$ cat config.mk
export PLATFORM = sky130hd
export DESIGN_NAME = lsu_ctrl
export DESIGN_NICKNAME = d
export VERILOG_FILES = /design/src/rtl/lsu_pkg.sv /design/src/rtl/lsu_align.sv /design/src/rtl/lsu_ctrl.sv
export SDC_FILE = /design/constraint.sdc
export NUM_CORES = 1
export LEC_CHECK = 0
export ABC_CLOCK_PERIOD_IN_PS = 5400
export CORE_UTILIZATION = 45
export CTS_CLUSTER_SIZE = 8
export DETAILED_ROUTE_END_ITERATION = 8
export PLACE_DENSITY = 0.68
export SLEW_MARGIN = 10
export SYNTH_ARGS = -nofsm -noshare
export SYNTH_HDL_FRONTEND = slang
export SYNTH_SLANG_ARGS = --single-unit
$ cat constraint.sdc
create_clock -name clk -period 5.4 [get_ports clk]
set_clock_uncertainty 0.1 [all_clocks]
set_input_delay 0.81 -clock clk [delete_from_list [all_inputs] [get_ports clk]]
set_output_delay 0.81 -clock clk [all_outputs]
set_load 0.01 [all_outputs]
$ cat src/rtl/lsu_pkg.sv
// Shared definitions for the load/store unit: funct3 codes, DMEM select codes,
// controller state encoding and access-size helpers.
package lsu_pkg;

    localparam logic [2:0] F3_B  = 3'b000;
    localparam logic [2:0] F3_H  = 3'b001;
    localparam logic [2:0] F3_W  = 3'b010;
    localparam logic [2:0] F3_BU = 3'b100;
    localparam logic [2:0] F3_HU = 3'b101;

    localparam logic [2:0] RSEL_W   = 3'b010;
    localparam logic [2:0] RSEL_NOP = 3'b111;
    localparam logic [1:0] WSEL_W   = 2'b10;
    localparam logic [1:0] WSEL_NOP = 2'b11;

    typedef enum logic [2:0] {
        ST_IDLE,
        ST_RD0,
        ST_RD1,
        ST_WR0,
        ST_WR1,
        ST_DONE
    } lsu_state_t;

    // Access size in bytes (1, 2 or 4) from the low funct3 bits.
    function automatic logic [2:0] size_bytes(input logic [1:0] f3_lo);
        case (f3_lo)
            2'b00:   return 3'd1;
            2'b01:   return 3'd2;
            default: return 3'd4;
        endcase
    endfunction

    // Stores only know SB/SH/SW; loads additionally have the unsigned forms.
    function automatic logic is_bad_funct3(input logic we, input logic [2:0] f3);
        if (we)
            return (f3 >= 3'b011);
        else
            return (f3 == 3'b011) || (f3 == 3'b110) || (f3 == 3'b111);
    endfunction

endpackage

$ cat src/rtl/lsu_align.sv
// Combinational byte-lane logic over a two-word window: load extract/extend
// and store-data merge at an arbitrary byte offset.
module lsu_align
    import lsu_pkg::*;
(
    input  logic [63:0] window,
    input  logic [1:0]  offset,
    input  logic [2:0]  funct3,
    input  logic [31:0] wdata,
    output logic [31:0] load_data,
    output logic [63:0] merged
);

    logic [2:0]  size;
    logic [31:0] shifted;
    logic        sext;

    assign size = size_bytes(funct3[1:0]);
    assign sext = ~funct3[2];

    always_comb begin
        shifted = 32'(window >> {offset, 3'b000});
        case (funct3[1:0])
            2'b00:   load_data = {{24{sext & shifted[7]}}, shifted[7:0]};
            2'b01:   load_data = {{16{sext & shifted[15]}}, shifted[15:0]};
            default: load_data = shifted;
        endcase
    end

    // Each window lane takes a store byte when it falls inside [offset, offset+size).
    genvar gi;
    generate
        for (gi = 0; gi < 8; gi++) begin : g_lane
            localparam logic [3:0] LANE = 4'(gi);
            logic [3:0] rel;
            logic       hit;
            logic [7:0] wbyte;

            always_comb begin
                rel   = LANE - {2'b00, offset};
                hit   = (LANE >= {2'b00, offset}) && (rel < {1'b0, size});
                wbyte = wdata[{rel[1:0], 3'b000} +: 8];
            end

            assign merged[8*gi +: 8] = hit ? wbyte : window[8*gi +: 8];
        end
    endgenerate

endmodule

$ cat src/rtl/lsu_ctrl.sv
// MEM-stage load/store initiator: converts any-size, any-alignment accesses into
// aligned word reads/writes on DMEM, using read-modify-write for partial stores.
module lsu_ctrl #(
    parameter int DATA_WIDTH       = 32,
    parameter bit ALLOW_MISALIGNED = 1'b1
) (
    input  logic                  clk,
    input  logic                  rst_n,
    input  logic                  req_valid,
    input  logic                  req_we,
    input  logic [2:0]            req_funct3,
    input  logic [DATA_WIDTH-1:0] req_addr,
    input  logic [DATA_WIDTH-1:0] req_wdata,
    output logic                  busy,
    output logic                  rsp_valid,
    output logic [DATA_WIDTH-1:0] rsp_rdata,
    output logic                  err,
    output logic [DATA_WIDTH-1:0] dm_addr,
    output logic [DATA_WIDTH-1:0] dm_wdata,
    output logic [1:0]            dm_wsel,
    output logic [2:0]            dm_rsel,
    output logic                  dm_memrw,
    input  logic [DATA_WIDTH-1:0] dm_rdata
);
    import lsu_pkg::*;

    lsu_state_t state_reg, state_next;

    logic                  we_reg;
    logic [2:0]            funct3_reg;
    logic [DATA_WIDTH-1:0] addr_reg;
    logic [DATA_WIDTH-1:0] wdata_reg;
    logic [DATA_WIDTH-1:0] buf0_reg;
    logic [DATA_WIDTH-1:0] buf1_reg;

    logic                  rsp_valid_reg;
    logic [DATA_WIDTH-1:0] rsp_rdata_reg;
    logic                  err_reg;
    logic [DATA_WIDTH-1:0] dm_addr_reg;
    logic [DATA_WIDTH-1:0] dm_wdata_reg;
    logic [1:0]            dm_wsel_reg;
    logic [2:0]            dm_rsel_reg;
    logic                  dm_memrw_reg;

    logic                  cur_we;
    logic [2:0]            cur_funct3;
    logic [DATA_WIDTH-1:0] cur_addr;
    logic [DATA_WIDTH-1:0] cur_wdata;
    logic [2:0]            size_b;
    logic [1:0]            offset;
    logic                  span;
    logic                  illegal;
    logic                  accept;
    logic [DATA_WIDTH-1:0] w0;
    logic [DATA_WIDTH-1:0] w1;
    logic [2*DATA_WIDTH-1:0] window_next;
    logic [DATA_WIDTH-1:0]   load_data;
    logic [2*DATA_WIDTH-1:0] merged;

    // In IDLE the live request drives the decode so the first state's outputs
    // can be registered on the accept edge itself.
    always_comb begin
        if (state_reg == ST_IDLE) begin
            cur_we     = req_we;
            cur_funct3 = req_funct3;
            cur_addr   = req_addr;
            cur_wdata  = req_wdata;
        end else begin
            cur_we     = we_reg;
            cur_funct3 = funct3_reg;
            cur_addr   = addr_reg;
            cur_wdata  = wdata_reg;
        end
    end

    assign size_b  = size_bytes(cur_funct3[1:0]);
    assign offset  = cur_addr[1:0];
    assign span    = ({1'b0, offset} + size_b) > 3'd4;
    assign illegal = is_bad_funct3(cur_we, cur_funct3) || (span && !ALLOW_MISALIGNED);
    assign accept  = (state_reg == ST_IDLE) && req_valid;
    assign w0      = {cur_addr[DATA_WIDTH-1:2], 2'b00};
    assign w1      = w0 + DATA_WIDTH'(4);

    // The word being read this cycle is forwarded so results/merges are ready
    // at the same edge that captures it.
    always_comb begin
        window_next = {buf1_reg, buf0_reg};
        if (state_reg == ST_RD0)
            window_next[DATA_WIDTH-1:0] = dm_rdata;
        if (state_reg == ST_RD1)
            window_next[2*DATA_WIDTH-1:DATA_WIDTH] = dm_rdata;
    end

    lsu_align u_align (
        .window    (window_next),
        .offset    (offset),
        .funct3    (cur_funct3),
        .wdata     (cur_wdata),
        .load_data (load_data),
        .merged    (merged)
    );

    always_comb begin
        state_next = state_reg;
        case (state_reg)
            ST_IDLE: begin
                if (req_valid && !illegal) begin
                    if (cur_we && size_b == 3'd4 && offset == 2'b00)
                        state_next = ST_WR0;
                    else
                        state_next = ST_RD0;
                end
            end
            ST_RD0: begin
                if (span)
                    state_next = ST_RD1;
                else if (cur_we)
                    state_next = ST_WR0;
                else
                    state_next = ST_DONE;
            end
            ST_RD1:  state_next = cur_we ? ST_WR0 : ST_DONE;
            ST_WR0:  state_next = span ? ST_WR1 : ST_DONE;
            ST_WR1:  state_next = ST_DONE;
            default: state_next = ST_IDLE;
        endcase
    end

    always_ff @(posedge clk or negedge rst_n) begin
        if (!rst_n) begin
            state_reg     <= ST_IDLE;
            we_reg        <= 1'b0;
            funct3_reg    <= 3'b000;
            addr_reg      <= '0;
            wdata_reg     <= '0;
            buf0_reg      <= '0;
            buf1_reg      <= '0;
            rsp_valid_reg <= 1'b0;
            rsp_rdata_reg <= '0;
            err_reg       <= 1'b0;
            dm_addr_reg   <= '0;
            dm_wdata_reg  <= '0;
            dm_wsel_reg   <= WSEL_NOP;
            dm_rsel_reg   <= RSEL_NOP;
            dm_memrw_reg  <= 1'b0;
        end else begin
            state_reg <= state_next;
            if (accept) begin
                we_reg     <= req_we;
                funct3_reg <= req_funct3;
                addr_reg   <= req_addr;
                wdata_reg  <= req_wdata;
            end
            if (state_reg == ST_RD0)
                buf0_reg <= dm_rdata;
            if (state_reg == ST_RD1)
                buf1_reg <= dm_rdata;

            rsp_valid_reg <= (state_next == ST_DONE);
            err_reg       <= accept && illegal;
            if (state_next == ST_DONE && !cur_we)
                rsp_rdata_reg <= load_data;

            // DMEM controls are registered from the next state so they line up with it.
            case (state_next)
                ST_RD0: begin
                    dm_addr_reg  <= w0;
                    dm_rsel_reg  <= RSEL_W;
                    dm_wsel_reg  <= WSEL_NOP;
                    dm_memrw_reg <= 1'b0;
                end
                ST_RD1: begin
                    dm_addr_reg  <= w1;
                    dm_rsel_reg  <= RSEL_W;
                    dm_wsel_reg  <= WSEL_NOP;
                    dm_memrw_reg <= 1'b0;
                end
                ST_WR0: begin
                    dm_addr_reg  <= w0;
                    dm_wdata_reg <= merged[DATA_WIDTH-1:0];
                    dm_rsel_reg  <= RSEL_NOP;
                    dm_wsel_reg  <= WSEL_W;
                    dm_memrw_reg <= 1'b1;
                end
                ST_WR1: begin
                    dm_addr_reg  <= w1;
                    dm_wdata_reg <= merged[2*DATA_WIDTH-1:DATA_WIDTH];
                    dm_rsel_reg  <= RSEL_NOP;
                    dm_wsel_reg  <= WSEL_W;
                    dm_memrw_reg <= 1'b1;
                end
                default: begin
                    dm_rsel_reg  <= RSEL_NOP;
                    dm_wsel_reg  <= WSEL_NOP;
                    dm_memrw_reg <= 1'b0;
                end
            endcase
        end
    end

    assign busy      = (state_reg != ST_IDLE);
    assign rsp_valid = rsp_valid_reg;
    assign rsp_rdata = rsp_rdata_reg;
    assign err       = err_reg;
    assign dm_addr   = dm_addr_reg;
    assign dm_wdata  = dm_wdata_reg;
    assign dm_wsel   = dm_wsel_reg;
    assign dm_rsel   = dm_rsel_reg;
    assign dm_memrw  = dm_memrw_reg;

endmodule
==> impl_metrics.py <==
# Flow results
metrics = {
    "route": {
        "drt_iter0_drc": 1070,
        "ant_nets": 0,
        "wl_mm": 41.95,
        "dr_total_vias": 11808,
        "wl_per_cell_um": 20.64,
    },
    "clocking": {
        "clk_latency_ps": 510,
        "cts_setup_buffers": 0,
        "cts_max_path_buffers": 3,
        "cts_sinks": 234,
        "clk_pin_slew_ps": 50,
        "cts_root_buffer": "clkbuf_16",
    },
    "synthesis": {
        "syn-mean-instance-area_um2": 9.491,
        "ys_seq_frac": 0.4222,
        "synthFlopType": "dfrtp_1",
        "synth.distinct_cells": 65,
        "yosysTopAreaCell": "dfrtp_1",
        "async_reset_ff_frac": 1.000,
        "yosys_warnings": 0,
        "area_leaders": "dfrtp_1 42%, mux2i_1 14%, mux2_2 8.0%",
    },
    "flow_run": {
        "tool_warnings": 37,
    },
    "finish": {
        "fillCellCount": 2640,
        "drive_gt1_frac": 0.1224,
        "syn2layout_area_growth_pct": 23.99,
        "design_area_um2": 17200,
        "fin_nets": 1751,
    },
    "worst_setup_path": {
        "worst-setup-path-type": "reg2reg",
        "critPathArrivalTime_ps": 5010,
        "endpoint_kind": "flip-flop",
    },
    "die": {
        "fp_util": 0.4632,
        "die_w_um": 177.6,
        "die_area_um2": 31540,
        "num_rows": 63,
        "coreArea_um2": 29950,
        "ios": 208,
    },
    "place": {
        "io_buffers": 203,
        "placed_cells": 1986,
        "hpwl_mm": 29.91,
    },
    "sta": {
        "finalSetupViolations": 0,
        "period_needed_ps": 4711,
        "worst_pin_slew_ps": 935.4,
        "fmax_mhz": 212.3,
        "fin_tns_setup_ps": 0,
    },
    "grt": {
        "grt_pass1_vias": 11392,
        "grt_pass1_wl_mm": 64.85,
        "antenna_found_initial": 1,
    },
    "run_status": {
        "status": "finished clean",
    },
}
-- Yosys cell counts (all sizes together) (4+ instances only) --
cell type	n
dfrtp	232
mux2i	200
nand2	158
nor2	121
mux2	98
a21oi	93
inv	70
o21ai	70
clkbuf	63
buf	41
nand3	38
o22ai	32
a211oi	27
o211ai	25
a31oi	19
xnor2	19
nor2b	18
nand4	17
ha	15
nor4	13
xor2	13
nor3	10
a21o	9
and3	7
o21a	7
a221oi	4
o31ai	4
-- cells by family (layout without fill, tap and decap cells) --
logic type | after synthesis | in the layout | synth area share
and+or+nand+nor | 405 | 405 | 0.1310
AOI/OAI and AO/OA | 299 | 299 | 0.1341
buffers and inverters | 175 | 353 | 0.05221
other | 2 | 5 | 0.0005412
muxes | 298 | 298 | 0.2247
DFF | 234 | 234 | 0.4222
adders and majority gates | 17 | 17 | 0.01506
xor gates and xnor gates | 32 | 32 | 0.02020
-- layout by cell type (no fill, tap or decap), types with 17 or more instances in the layout --
cell type	netlist	routed
dfrtp_1	232	232
clkdlybuf4s50_1	0	201
mux2i_1	199	198
nand2_1	158	158
nor2_1	120	120
mux2_2	98	98
a21oi_1	91	91
o21ai_0	67	67
inv_1	65	64
nand3_1	38	38
clkbuf_16	0	36
o22ai_1	32	32
buf_4	6	32
a211oi_1	25	25
o211ai_1	25	25
xnor2_1	19	19
a31oi_1	19	19
nor2b_1	18	18
nand4_1	17	17
-- final cells by class --
type	instances	area [um^2]	share of cell area
clock inverter	3	30.03	0.001745
multi-input combinational	1055	7327	0.4259
sequential	234	5858	0.3405
timing repair buffer	236	2292	0.1332
clock buffer	43	937.1	0.05447
tap	390	488.0	0.02836
inverter	71	269.0	0.01564
antenna	1	2.502	0.0001455
-- stage by stage --
| stage | hold slack [ps] | utilization |
|---|---|---|
| after floorplan | 360.2 | - |
| after global placement | 365.1 | 0.5420 |
| after detailed placement | 368.7 | 0.5420 |
| after CTS | 332.9 | 0.5743 |
| after global routing | 384.3 | 0.5744 |
| final | 295.3 | 0.5744 |
-- metal layers --
metal,part of all wire,track usage
met4,0.036,0.09900
met5,0,0
met3,0.078,0.04970
met2,0.45,0.4242
met1,0.43,0.3667
-- final timing paths --
kind	from	slack [ps]	depth (start not counted)	end
worst max-delay path	state_reg[2]	690	18	dm_addr[13]
worst min-delay path	rst_n	300	1	dm_addr[24]
worst max register to register	state_reg[2]	690	18	dm_addr[13]
worst min register to register	dm_addr[2]	370	2	dm_addr[2]
max in group asynchronous	rst_n	3670	2	dm_wdata[12]
min in group clk	dm_addr[2]	370	2	dm_addr[2]
-- critical path: stages (launching register included) --
cell and delay (ps):
dfrtp_1 560, nor3_4 280, buf_4 230, inv_4 80
nand2_1 70, nand2_1 70, inv_2 140, and3_1 200
ha_1 210, inv_1 70, ha_1 260, nor2b_1 180
nor4b_1 270, o31a_1 410, inv_2 150, o21ai_2 620
nand4_1 190, xor2_1 200, a221oi_1 300
Figure 1. Clock nets.
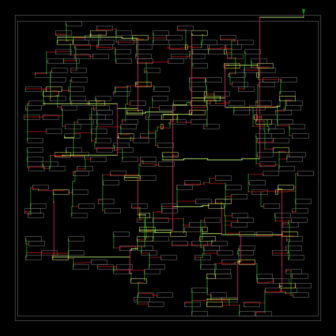
TritonCTS buffer count: 35
CLK BUF: 43

Figure 2. Wiring heat map.
Scale bar: 50 um. 36 x 36 tiles, from dark blue (low) to red (high), scaled to the fullest tile. Values are wire area over tile area, all layers added.
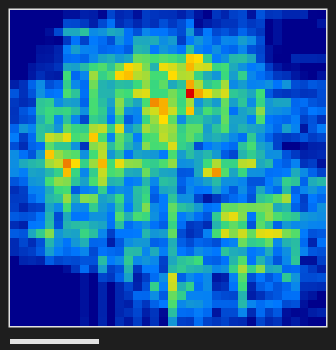
tiles over half the peak: 15%
fullest tile: 0.78
nearly empty tiles: 11%
emptiest ninth of the die: bottom left
mean over tiles: 0.22

Figure 3. Signal wires on met1.
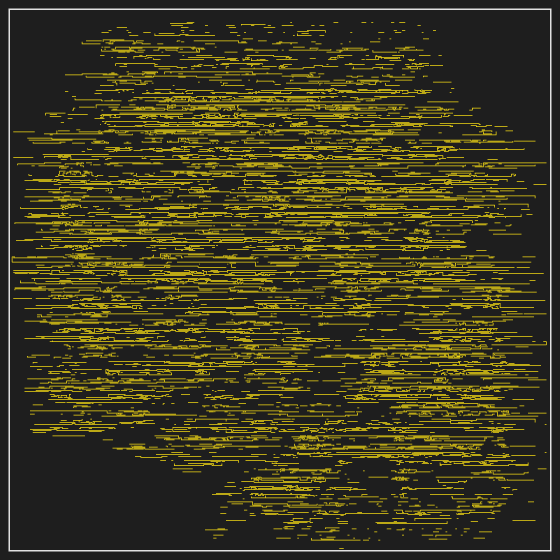
wire length on this layer: 18100 um
nets with wire on the layer: 1553
longest straight run: 58.9 um
main direction: horizontal

Figure 4. Cell classes on the final placement.
Fill, decap, tap and diode cells in grey.
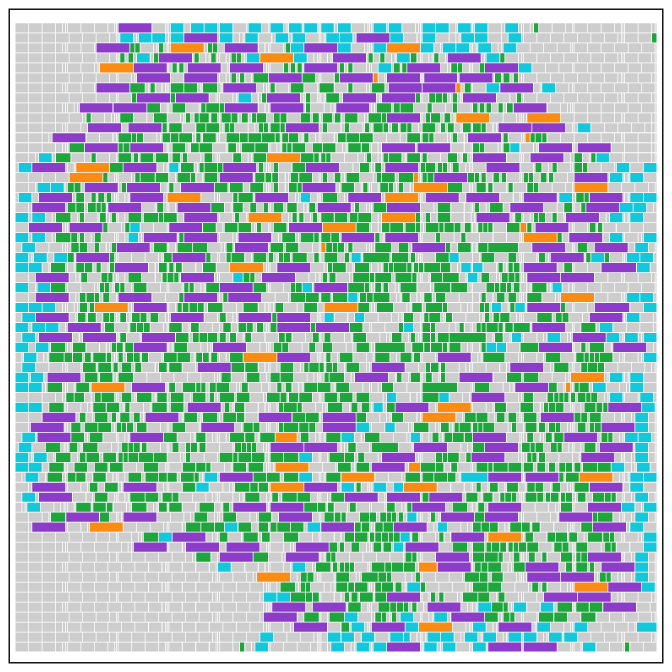
legend:
  remaining logic cells:
    colour: green
    cells: 1126
  clock drivers and dummy loads:
    colour: orange
    cells: 46
  registers:
    colour: purple
    cells: 234
  remaining buffers and delay cells:
    colour: cyan
    cells: 236

